<file path="config.mk">
export PLATFORM = sky130hd
export DESIGN_NAME = nib_mem_arbiter
export DESIGN_NICKNAME = d
export VERILOG_FILES = /design/src/rtl/nib_mem_arbiter.sv
export SDC_FILE = /design/constraint.sdc
export NUM_CORES = 1
export LEC_CHECK = 0
export ABC_AREA = 0
export CORE_AREA = 2 2 118 120
export DETAILED_ROUTE_END_ITERATION = 12
export DIE_AREA = 0 0 120 122
export GPL_TIMING_DRIVEN = 0
export PLACE_DENSITY = 0.58
export SYNTH_ARGS = -nofsm -noshare
export SYNTH_HDL_FRONTEND = slang
export SYNTH_SLANG_ARGS = --single-unit
export TNS_END_PERCENT = 30
</file>
<file path="constraint.sdc">
create_clock -name clk -period 3.3 [get_ports clk]
set_input_delay 0.66 -clock clk [delete_from_list [all_inputs] [get_ports clk]]
set_output_delay 0.66 -clock clk [all_outputs]
set_load 0.05 [all_outputs]
</file>
<file path="src/rtl/nib_mem_arbiter.sv">
// Two-master arbiter (core data port and DMA) in front of a single-ported RAM.
// It allows one outstanding transaction and caps DMA bursts while the core is kept waiting.
module nib_mem_arbiter #(
  parameter int unsigned MAX_BURST = 16,
  parameter int unsigned AW        = 32,
  parameter int unsigned DW        = 32
) (
  input  logic          clk,
  input  logic          rstn,
  // core data port
  input  logic          core_req_i,
  input  logic          core_we_i,
  input  logic [AW-1:0] core_addr_i,
  input  logic [DW-1:0] core_wdata_i,
  output logic          core_gnt_o,
  output logic          core_rvalid_o,
  output logic [DW-1:0] core_rdata_o,
  // DMA port
  input  logic          dma_req_i,
  input  logic          dma_we_i,
  input  logic [AW-1:0] dma_addr_i,
  input  logic [DW-1:0] dma_wdata_i,
  output logic          dma_gnt_o,
  output logic          dma_rvalid_o,
  output logic [DW-1:0] dma_rdata_o,
  // shared RAM port
  output logic          mem_req_o,
  output logic          mem_we_o,
  output logic [AW-1:0] mem_addr_o,
  output logic [DW-1:0] mem_wdata_o,
  input  logic          mem_gnt_i,
  input  logic          mem_rvalid_i,
  input  logic [DW-1:0] mem_rdata_i,
  // status
  output logic          hold_req_o,
  output logic          bus_spare_o
);

  localparam int unsigned BCW = $clog2(MAX_BURST + 32'd1);
  localparam logic [BCW-1:0] BURST_MAX  = BCW'(MAX_BURST);
  localparam logic [BCW-1:0] BURST_ONE  = BCW'(32'd1);
  localparam logic [BCW-1:0] BURST_ZERO = BCW'(32'd0);

  typedef enum logic [1:0] {
    IDLE     = 2'd0,
    GNT_CORE = 2'd1,
    GNT_DMA  = 2'd2,
    RD_WAIT  = 2'd3
  } state_t;

  typedef enum logic {
    OWN_CORE = 1'b0,
    OWN_DMA  = 1'b1
  } owner_t;

  state_t         state_r;
  state_t         state_s;
  owner_t         owner_r;
  owner_t         owner_s;
  logic [BCW-1:0] burst_r;
  logic [BCW-1:0] burst_s;

  logic           own_req_s;
  logic           own_we_s;
  logic [AW-1:0]  own_addr_s;
  logic [DW-1:0]  own_wdata_s;
  logic           in_gnt_s;
  logic           beat_s;
  logic           rd_ret_s;
  logic           dma_done_s;

  // Select the current owner's request; the other master is never looked at here.
  always_comb begin
    own_req_s   = core_req_i;
    own_we_s    = core_we_i;
    own_addr_s  = core_addr_i;
    own_wdata_s = core_wdata_i;
    if (owner_r == OWN_DMA) begin
      own_req_s   = dma_req_i;
      own_we_s    = dma_we_i;
      own_addr_s  = dma_addr_i;
      own_wdata_s = dma_wdata_i;
    end else begin
      own_req_s   = core_req_i;
      own_we_s    = core_we_i;
      own_addr_s  = core_addr_i;
      own_wdata_s = core_wdata_i;
    end
  end

  assign in_gnt_s = (state_r == GNT_CORE) || (state_r == GNT_DMA);

  // RAM request path: forwarded only while a grant state is active, zero otherwise.
  always_comb begin
    mem_req_o   = 1'b0;
    mem_we_o    = 1'b0;
    mem_addr_o  = {AW{1'b0}};
    mem_wdata_o = {DW{1'b0}};
    if (in_gnt_s) begin
      mem_req_o   = own_req_s;
      mem_we_o    = own_we_s;
      mem_addr_o  = own_addr_s;
      mem_wdata_o = own_wdata_s;
    end else begin
      mem_req_o   = 1'b0;
      mem_we_o    = 1'b0;
      mem_addr_o  = {AW{1'b0}};
      mem_wdata_o = {DW{1'b0}};
    end
  end

  assign beat_s        = mem_req_o & mem_gnt_i;
  assign core_gnt_o    = beat_s & (owner_r == OWN_CORE);
  assign dma_gnt_o     = beat_s & (owner_r == OWN_DMA);

  // A read return is only meaningful while waiting for it.
  assign rd_ret_s      = (state_r == RD_WAIT) & mem_rvalid_i;
  assign core_rvalid_o = rd_ret_s & (owner_r == OWN_CORE);
  assign dma_rvalid_o  = rd_ret_s & (owner_r == OWN_DMA);
  assign core_rdata_o  = mem_rdata_i;
  assign dma_rdata_o   = mem_rdata_i;

  assign hold_req_o    = (owner_r == OWN_DMA) && (state_r != IDLE);
  assign bus_spare_o   = (state_r == IDLE);

  // A DMA beat completes on an accepted write or on its read data returning.
  assign dma_done_s    = (dma_gnt_o & own_we_s) | dma_rvalid_o;

  // Arbitration and transaction sequencing.
  always_comb begin
    state_s = state_r;
    owner_s = owner_r;
    case (state_r)
      IDLE: begin
        if (dma_req_i && ((burst_r < BURST_MAX) || !core_req_i)) begin
          state_s = GNT_DMA;
          owner_s = OWN_DMA;
        end else if (core_req_i) begin
          state_s = GNT_CORE;
          owner_s = OWN_CORE;
        end else begin
          state_s = IDLE;
          owner_s = owner_r;
        end
      end
      GNT_CORE, GNT_DMA: begin
        if (!own_req_s) begin
          state_s = IDLE;
        end else if (beat_s) begin
          state_s = own_we_s ? IDLE : RD_WAIT;
        end else begin
          state_s = state_r;
        end
      end
      RD_WAIT: begin
        if (mem_rvalid_i) begin
          state_s = IDLE;
        end else begin
          state_s = RD_WAIT;
        end
      end
      default: begin
        state_s = IDLE;
        owner_s = OWN_CORE;
      end
    endcase
  end

  // Burst length limiter: any core grant or a quiet DMA restarts the count.
  always_comb begin
    burst_s = burst_r;
    if (core_gnt_o || ((state_r == IDLE) && !dma_req_i)) begin
      burst_s = BURST_ZERO;
    end else if (dma_done_s && (burst_r < BURST_MAX)) begin
      burst_s = burst_r + BURST_ONE;
    end else begin
      burst_s = burst_r;
    end
  end

  // State, owner and burst registers.
  always_ff @(posedge clk or negedge rstn) begin
    if (!rstn) begin
      state_r <= IDLE;
      owner_r <= OWN_CORE;
      burst_r <= BURST_ZERO;
    end else begin
      state_r <= state_s;
      owner_r <= owner_s;
      burst_r <= burst_s;
    end
  end

endmodule

</file>
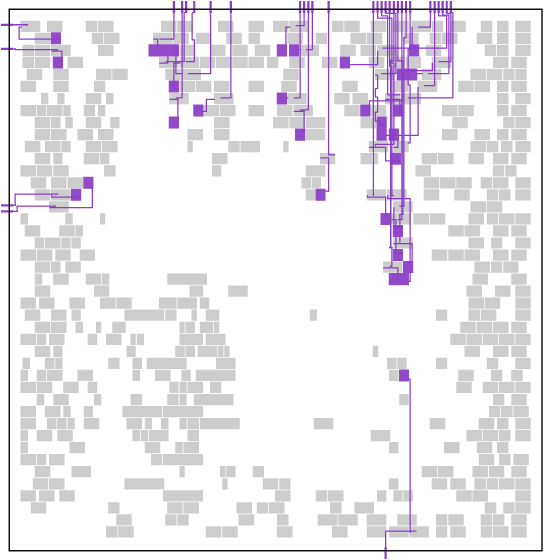
port_nets.png
mem_addr_o: drawn in purple, bits 32, direction output, edge 27 top, 4 left, 1 bottom, end cells 32, wire 1050 µm.
port bufs: 271
Top Ports: 304

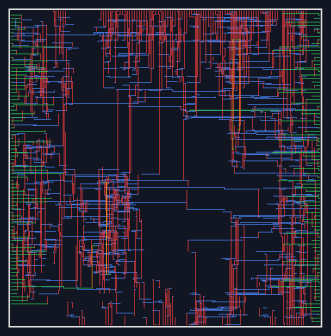
metal_stack.png
met4: drawn in orange, wire length 129 µm. met1: drawn in blue, wire length 3930 µm. met2: drawn in red, wire length 5690 µm. met3: drawn in green, wire length 1110 µm.
detailed-route via count: 2832
Total GRT Usage: 0.134

==> impl_metrics.env <==
# source this file to load flow results
export IMPL_die_w_um=120
export IMPL_hp_class="flop to flop"
export IMPL_reg2reg_from="state_r[0]"
export IMPL_p_leak_nw=2.96
export IMPL_die_area_um2=14600
export IMPL_stdcell_area_um2=5210
export IMPL_outcome="finished, final reports clean"
export IMPL_critical_path_max_stage_delay_ns=0.82
export IMPL_hold_viol=0
export IMPL_maxSlewHeadroom=0.608
export IMPL_antenna_found_initial=0
export IMPL_cp_slowest_cell="clkdlybuf4s50_1"
export IMPL_fp_utilization=0.162
export IMPL_grt_pass1_wl_mm=15.5
export IMPL_post_route_util=0.386
export IMPL_first_iter_violations=41
export IMPL_max_slew_worst_pin_slew_ns=0.588
export IMPL_crit_start="mem_gnt_i"
export IMPL_placed_area_um2=5130
export IMPL_logic_area_um2=1400
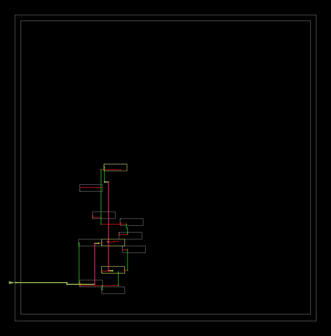
final_clocks.png
TritonCTS buffer count: 3
P_clk: 0.213 mW
CTS sink cnt: 8
clk_buf instances: 3
sequential cell count: 8

[cell usage after synthesis]
cell type	number
buf_4	71
mux2i_1	69
nor2b_1	66
dfrtp_1	8
clkbuf_1	6
nand3_1	6
inv_1	5
ha_1	4
a21oi_1	3
a31oi_1	3
nand2_1	3
nand2b_1	3
nand3b_1	3
a211oi_1	2
a32oi_1	2
clkbuf_2	2
and2_1	1
and3_1	1
and4_1	1
buf_2	1
mux2_2	1
nand4_1	1
nand4_2	1
nand4b_2	1
nor2_1	1
nor3b_1	1
o2111ai_1	1
o211a_1	1
[layout by cell type, fill, tap and decap left out, drive strengths merged]
cell             n
clkdlybuf4s50  207
buf             72
mux2i           69
nor2b           66
dlymetal6s2s    44
clkbuf          31
dfrtp            8
nand3            6
inv              5
ha               4
nand2            3
nand2b           3
a21oi            3
nand3b           3
a31oi            3
a32oi            2
a211oi           2
nand4            2
nand4b           1
nor2             1
and3             1
and4             1
mux2             1
and2             1
o2111ai          1
nor3b            1
o211a            1
[registers in the layout, summed over array words and instances (netlist names)]
| signal | count |
|---|---|
| burst_r | 5 |
| state_r | 2 |
| owner_r | 1 |
[routing by layer]
layer	GRT usage	part of all wire
met1	0.148	0.36
met2	0.254	0.52
met3	0.0393	0.10
met4	0.0294	0.012
met5	0	0
[worst min path at each step]
stage / endpoint / slack, ns
3_5_place_dp: burst_r[4] / 0.55
5_1_grt: burst_r[4] / 0.59
6_report: burst_r[4] / 0.56
3_3_place_gp: burst_r[3] / 0.54
4_1_cts: burst_r[4] / 0.56
2_1_floorplan: burst_r[0] / 0.36
[power by group]
group | leakage, nW | total (mW) | internal [mW] | switching (mW)
Sequential | 0.106 | 0.138 | 0.122 | 0.0159
Clock | 0.0370 | 0.213 | 0.157 | 0.0559
Combinational | 2.82 | 4.16 | 1.44 | 2.72
No activity file was given, so power comes from the tool's default toggle rates.
